==> images/placement_by_type.png <==
Fill, decap, tap and diode cells in grey.
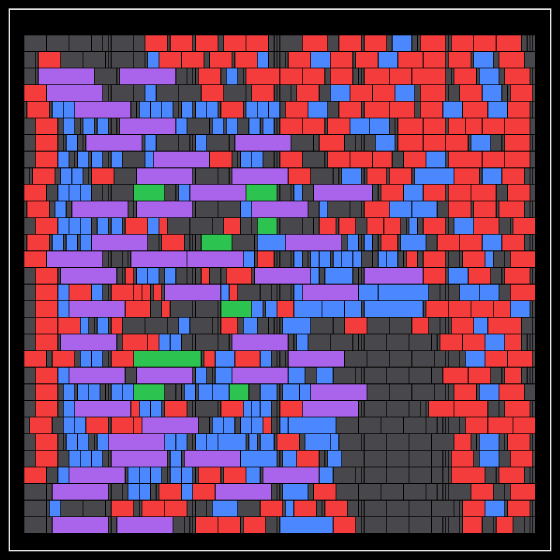
==> images/clocks.png <==
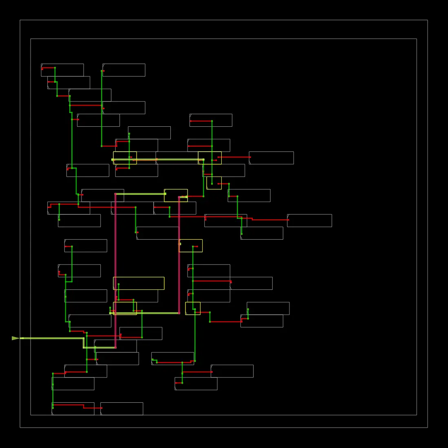
Design ahb_lite_interconnect, sky130hd; sources not shown.
==> results_slide.txt <==
Flow Results at a Glance

Outcome
  • Status: complete, no violations

Global routing
  • First-pass GRT wire length: 14600 um
  • Initial antenna violation count: 0
  • Total track usage: 0.242
  • Grt ovf: 0

Power and ir drop
  • Combinational cell fraction of total power: 0.709
  • Sequential Power Share: 0.176
  • Psw: 2.47 mW

Yosys
  • Synth cell types: 36
  • Avg Synthesized Cell Area: 9.33 um^2
  • Warnings from Yosys: 0
  • Cell count listed in synth_stat.txt: 267
  • Mapped Cells: 267

Clocking
  • Post-CTS Setup Inserts: 8
  • Num CTS Buffers: 5
  • CTS Sinks: 45
  • Clock buffer depth: 2
  • Post-CTS sizing: 254

Floorplanning
  • Core area: 6830 um^2

Detailed routing
  • DRC errors left: 0
  • ANT nets after route: 0
  • Initial DRC Count: 109
  • Vias: 3009

STA
  • Final tally of max-slew violations: 0
  • Final hold viol count: 0
  • Hold_ws: 0.545 ns
  • Relative slew margins: 0.494
  • Setup TNS: 0 ns
  • RSZ-0062 raised after global routing: true
  • Final setup violation count: 0

Layout
  • Number of flip-flops in the largest register: 32
  • Post-Layout Cell Count: 564

Critical path
  • CP arrival: 1.73 ns
  • CP max stage delay: 0.40 ns
  • Stages on worst setup path: 6
  • Slowest cell on the critical path: dfrtp_1
  • R2r setup slk: 0.45 ns

Placed design
  • Routability Congestion: 0.785
  • Dpl hpwl: 7540 um
  • PortBufs: 179
Notes on placement_by_type.png above:
| class | colour | cells | share of their area |
|---|---|---|---|
| clock drivers and dummy loads | green | 8 | 2.5% |
| combinational and other logic | blue | 197 | 28% |
| other buffers and delay cells | red | 218 | 46% |
| flops | purple | 45 | 24% |
row cnt: 30
flop share of the area: 0.236

Notes on clocks.png above:
clk_lat worst skew: 0.30 ns
Final Skew: 0.00826 ns

-- power groups by stage --
stage	combinational, mW	sequential (mW)	clock [mW]
after global routing	3.70	0.885	0.611
after global placement	2.99	0.879	0
after detailed placement	3.04	0.884	0
after floorplan	1.82	1.06	0
after CTS	3.32	0.871	0.574
final	3.54	0.878	0.575
-- logic make-up after synthesis --
logic type               Yosys count  synth area share
AND/OR/NAND/NOR                   66             0.146
adder cells (fa/ha/maj)            5            0.0251
buffers and inverters             32            0.0617
AND-OR/OR-AND                    114             0.293
flip-flops                        45             0.452
multiplexers                       5            0.0216
-- per-layer routing --
metal	wire, um	global-route usage	vias to the layer above
met5	0	0	-
met3	818	0.0569	9
met4	131	0.0592	0
met2	5460	0.460	139
met1	3610	0.272	1468
li1	-	-	1393
-- cell type report --
class,count,area (um^2)
Clock inverter,3,47.5
Sequential cell,45,1130
Tap cell,96,120
Inverter,7,26.3
Buffer,24,179
Clock buffer,5,68.8
Timing Repair Buffer,194,1940
Multi-Input combinational cell,190,1260
Fill cell,526,2060
-- synthesized netlist by cell type, drive strengths merged --
library cell  number  area share
a22o              32        0.11
and4               1      0.0035
inv                7       0.011
or2                1      0.0025
mux2i              2      0.0080
nor3               1      0.0020
nor4b              1      0.0095
dfrtp             44        0.44
a31oi              1      0.0025
nand2              8       0.012
a21oi             36       0.072
buf               10       0.028
a211oi             1      0.0030
a2bb2oi            1      0.0060
o211a              1      0.0040
nand3             36       0.072
o211ai             1      0.0030
o31ai              2      0.0060
nor2               8       0.012
clkbuf            15       0.023
o21ai             38       0.081
nor4               1      0.0085
nor2b              4       0.010
or4                2      0.0060
o21a               1      0.0030
dfstp              1       0.011
ha                 5       0.025
or3                1      0.0025
nand4              2      0.0050
mux2               3       0.014
No activity file was given, so power comes from the tool's default toggle rates.
